Design fifo_out_wide, sky130hd; sources not shown.
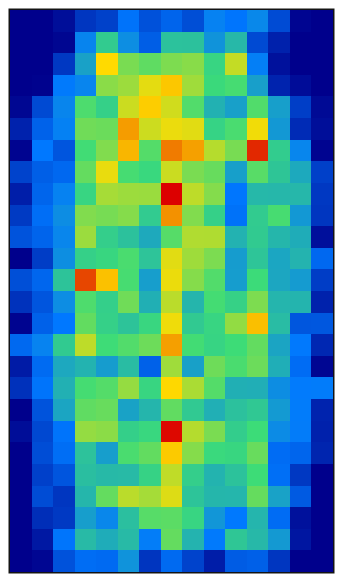
(run_1/metal_density.png)
15 x 26 tiles, from dark blue (low) to red (high), scaled to the fullest tile. Values are wire area over tile area, all layers added.
mean over tiles: 0.17
fullest tile: 0.46
nearly empty tiles: 9.2%
tiles over half the peak: 31%
via count: 9738
drt total wl: 41.7 mm
Global Route Usage Sum: 0.222
WL/cell: 26.6 um

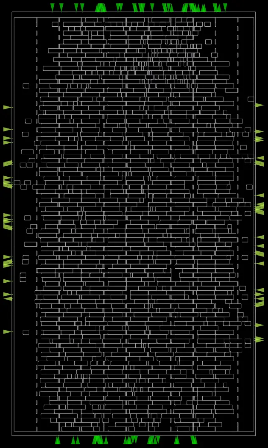
(run_1/placement.png)
Site Rows: 94
Seq area share: 0.678
CORE AREA: 0.0379 mm2

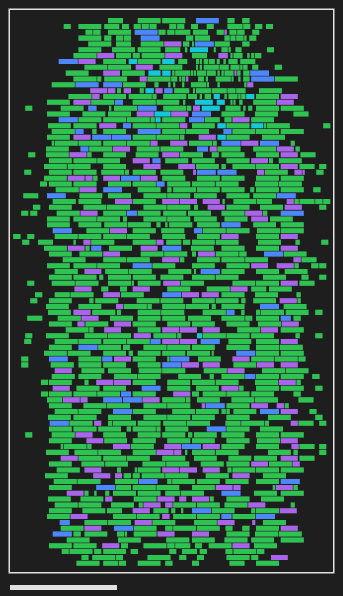
(run_1/sizes.png)
Bar = 50 um.
| color | size | cells | share |
|---|---|---|---|
| green | _0 and _1 cells | 826 | 76% |
| purple | _2 cells | 168 | 15% |
| cyan | _3 and _4 cells | 17 | 1.6% |
| blue | _6 and larger | 77 | 7.1% |
Area growth syn-to-layout: 15.8%
Non-clk bufs: 125
Design Area, Final: 0.0242 mm2

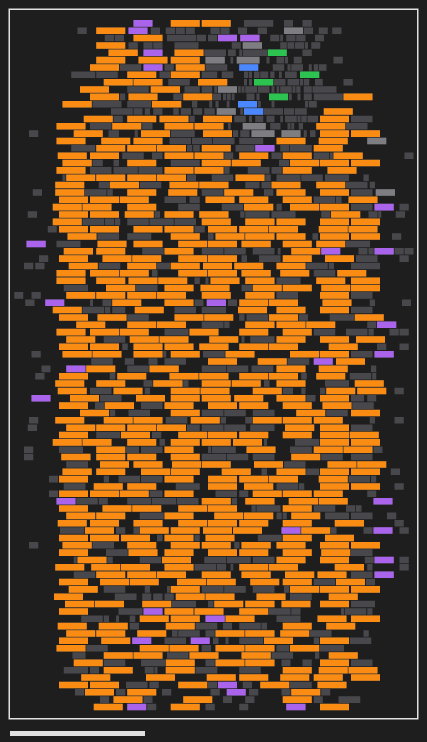
(run_1/flops_by_reg.png)
Bar = 50 um. Other sequential cells in the stronger gray, the rest of the logic in the fainter gray.
| color | name in the netlist | placed flops |
|---|---|---|
| blue | `r_rptr` | 3 |
| purple | `dout` | 32 |
| orange | `u_regfile.r_mem` | 512 |
| green | `r_cnt` | 4 |
Util after Layout: 0.638
total sequential power: 3.85 mW

==> run summary, run 1 <==
fresh numbers from the pnr run: global-route wire length before repair=62.7 mm, most common cell in the netlist=edfxtp_1, Switching Share=0.248, Tap Count=480, Syn Inst Count=924, chip width=151 um, Clk pwr share=0.330, final-layout non-clock buffer area share=0.0528, GRT met1 Usage=0.268, yosys synthesis chip area=0.0209 mm2, Leading cell kind=flip-flops and latches, Vias/cell=6.20, largest power group=registers, Distinct lib cells used=35, HPWL after DPL=21.7 mm, antenna violations before repair=4, die height=262 um, clock group total power=2.56 mW, CP Depth=7, ys cells=924, met1 WL=15.1 mm, clk ins delay skew pair=0.56 ns, TNS Setup=0 ns, residual DRC count=0, logic share of the area=0.175, WS Path Type=reg -> out, Placed Cells=1483, top sig layer=met5, outcome=complete, no violations, max-cap violation count=0, layer with the highest usage=met2, vias in the first global route=10500, endpoints failing hold=0, PostCTS Resize Cnt=0, Post-synth top cells=edfxtp_1, mux4_2, o22ai_1, Reg power frac=0.496, clock root cell=clkbuf_16, ys flops=562, max reg flops=512, Mapped Nets=1004, Post-synth ARST share=0, met2 usage=0.395, synthesized area=0.0209 mm2, # H-tree levels=2, compound-cell area share of the yosys netlist=0.0212, reg-to-reg setup timing slack=4.06 ns, Dominant comb cell=multiplexers, simple share=0.0259, metal3 WL=2.28 mm, worst reg2reg path depth=7, cycle use final=0.494
==> run_1/clk_routes.png <==
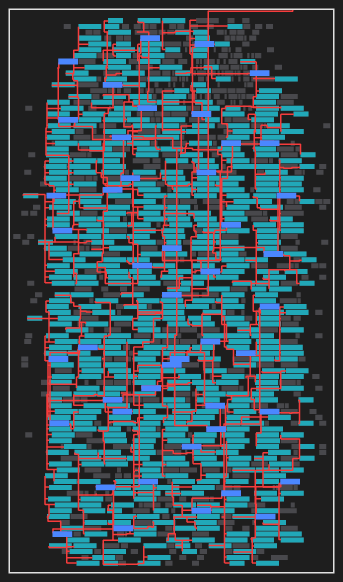

==> run 2: changes to the inputs <==
- CORE_UTILIZATION: 54 -> 59
- PLACE_DENSITY: 0.76 -> 0.79
- clock period: 7.4 -> 3.5 ns (I/O delays scaled with it)
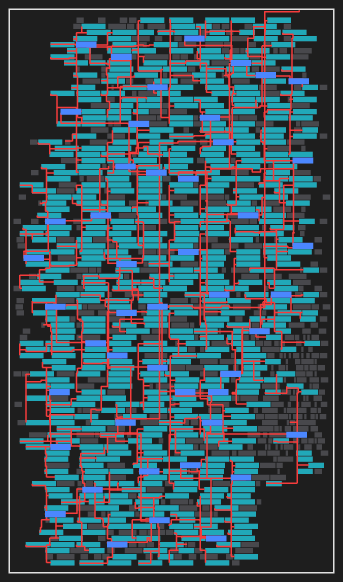
(run_2/clk_routes.png)
[cyan] flip-flops | count: 562
[blue] clock drivers | count: 47
[red] clock wires | length: 5640 um
routed clock nets: 48
Clk pwr share: 0.323
clk ins delay skew pair: 0.58 ns
clock group total power: 5.29 mW

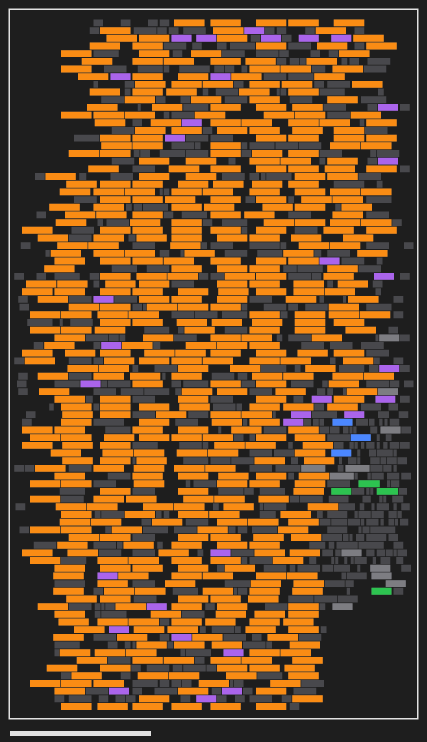
(run_2/flops_by_reg.png)
Bar = 50 um. Other sequential cells in the stronger gray, the rest of the logic in the fainter gray.
| color | name in the netlist | placed flops |
|---|---|---|
| purple | `dout` | 32 |
| orange | `u_regfile.r_mem` | 512 |
| blue | `r_rptr` | 3 |
| green | `r_cnt` | 4 |
not colored: 11
Util after Layout: 0.699
total sequential power: 8.11 mW

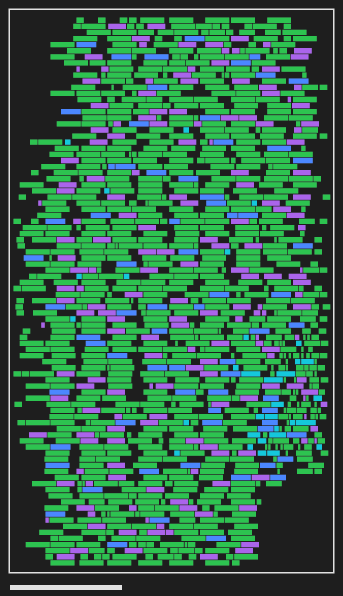
(run_2/sizes.png)
Bar = 50 um.
| color | size | cells | share |
|---|---|---|---|
| cyan | _3 and _4 cells | 32 | 2.9% |
| green | _0 and _1 cells | 819 | 74% |
| purple | _2 cells | 180 | 16% |
| blue | _6 and larger | 70 | 6.4% |
Non-clk bufs: 136
Setup WS post-layout: 0.451 ns
Area growth syn-to-layout: 16.3%

==> run summary, run 2 <==
fresh numbers from the pnr run: WL/cell=27.8 um (was 26.6 um), Post-CTS Hold Buffers=0 (unchanged), max-cap violation count=0 (unchanged), Switching Share=0.257 (was 0.248), drt total wl=43.5 mm (was 41.7 mm), largest power group=registers (unchanged), most common cell in the netlist=edfxtp_1 (unchanged), Site Rows=90 (was 94), Clock Path Buffers=3 (unchanged), met1 WL=15.6 mm (was 15.1 mm), Seq area share=0.676 (was 0.678), Distinct lib cells used=35 (unchanged), yosys synthesis chip area=0.0209 mm2 (unchanged), met2 usage=0.438 (was 0.395), final setup fails=0 (unchanged), relative max-transition margin=0.447 (was 0.468), Syn Inst Count=924 (unchanged), largest net degree at the start of global routing=65 (was 71), Post-synth ARST share=0 (unchanged), residual DRC count=0 (unchanged), Fill cells=2109 (was 2423), outcome=complete, no violations (unchanged), Max VDD drop=439 uV (was 162 uV), CORE AREA=0.0347 mm2 (was 0.0379 mm2), WS Path Type=reg -> out (unchanged), worst slack, placed=0.838 ns (was 3.78 ns), die height=251 um (was 262 um), MUX share of area=0.139 (unchanged), chip width=144 um (was 151 um), Finished Layout Cells=1563 (was 1570), layer with the highest usage=met2 (unchanged), via count=9996 (was 9738), worst reg2reg path depth=12 (was 7), simple share=0.0259 (unchanged), reg-to-reg setup timing slack=0.86 ns (was 4.06 ns), multi-input gates=303 (unchanged), CP Depth=7 (unchanged), global-route wire length before repair=64.8 mm (was 62.7 mm), post-layout min period=3.05 ns, number of diodes=2 (unchanged), post-synth top area share=0.737 (unchanged), Tap Count=460 (was 480), combinational share of power=0.181 (was 0.174), PostCTS Resize Cnt=0 (unchanged), WHS Path Cells=2 (unchanged), vias in the first global route=10600 (was 10500), Leak=7.49 nW (was 7.46 nW), Design Area, Final=0.0243 mm2 (was 0.0242 mm2), HPWL after DPL=22.4 mm (was 21.7 mm), met3 GRT Util=0.0362 (was 0.0311), ys flops=562 (unchanged), top sig layer=met4 (was met5), Placed Cells=1474 (was 1483), endpoints failing hold=0 (unchanged), Vias/cell=6.40 (was 6.20), top cells by area=edfxtp_1, mux4_2, dfxtp_1, o22ai_1, nor3_2 (unchanged), metal2 WL=23.4 mm (was 23.2 mm), internal power=12.1 mW (was 5.83 mW), synthesized area=0.0209 mm2 (unchanged), TNS Setup=0 ns (unchanged), cts bufs inserted=47 (was 46), warnings from Yosys=0 (unchanged), Mapped Nets=1004 (unchanged), antenna violations before repair=2 (was 4), GRT met1 Usage=0.316 (was 0.268), Dominant comb cell=multiplexers (unchanged), compound-cell area share of the yosys netlist=0.0212 (unchanged), logic area=0.00425 mm2 (was 0.00423 mm2), Crit path arrival time=2.50 ns (was 2.72 ns), CTS clock-pin slew for the worst setup and hold paths=0.06 ns (about the same), logic share of the area=0.175 (about the same), # H-tree levels=2 (unchanged), metal3 WL=2.90 mm (was 2.28 mm), final-layout non-clock buffer area share=0.0591 (was 0.0528), Reg power frac=0.496 (about the same), Post-synth top cells=edfxtp_1, mux4_2, o22ai_1 (unchanged), clock root cell=clkbuf_16 (unchanged), cycle use final=0.871, ys cells=924 (unchanged), Leading cell kind=flip-flops and latches (unchanged), Global Route Usage Sum=0.253 (was 0.222), max reg flops=512 (unchanged), FMAX=328 MHz
No activity file was given, so power comes from the tool's default toggle rates.
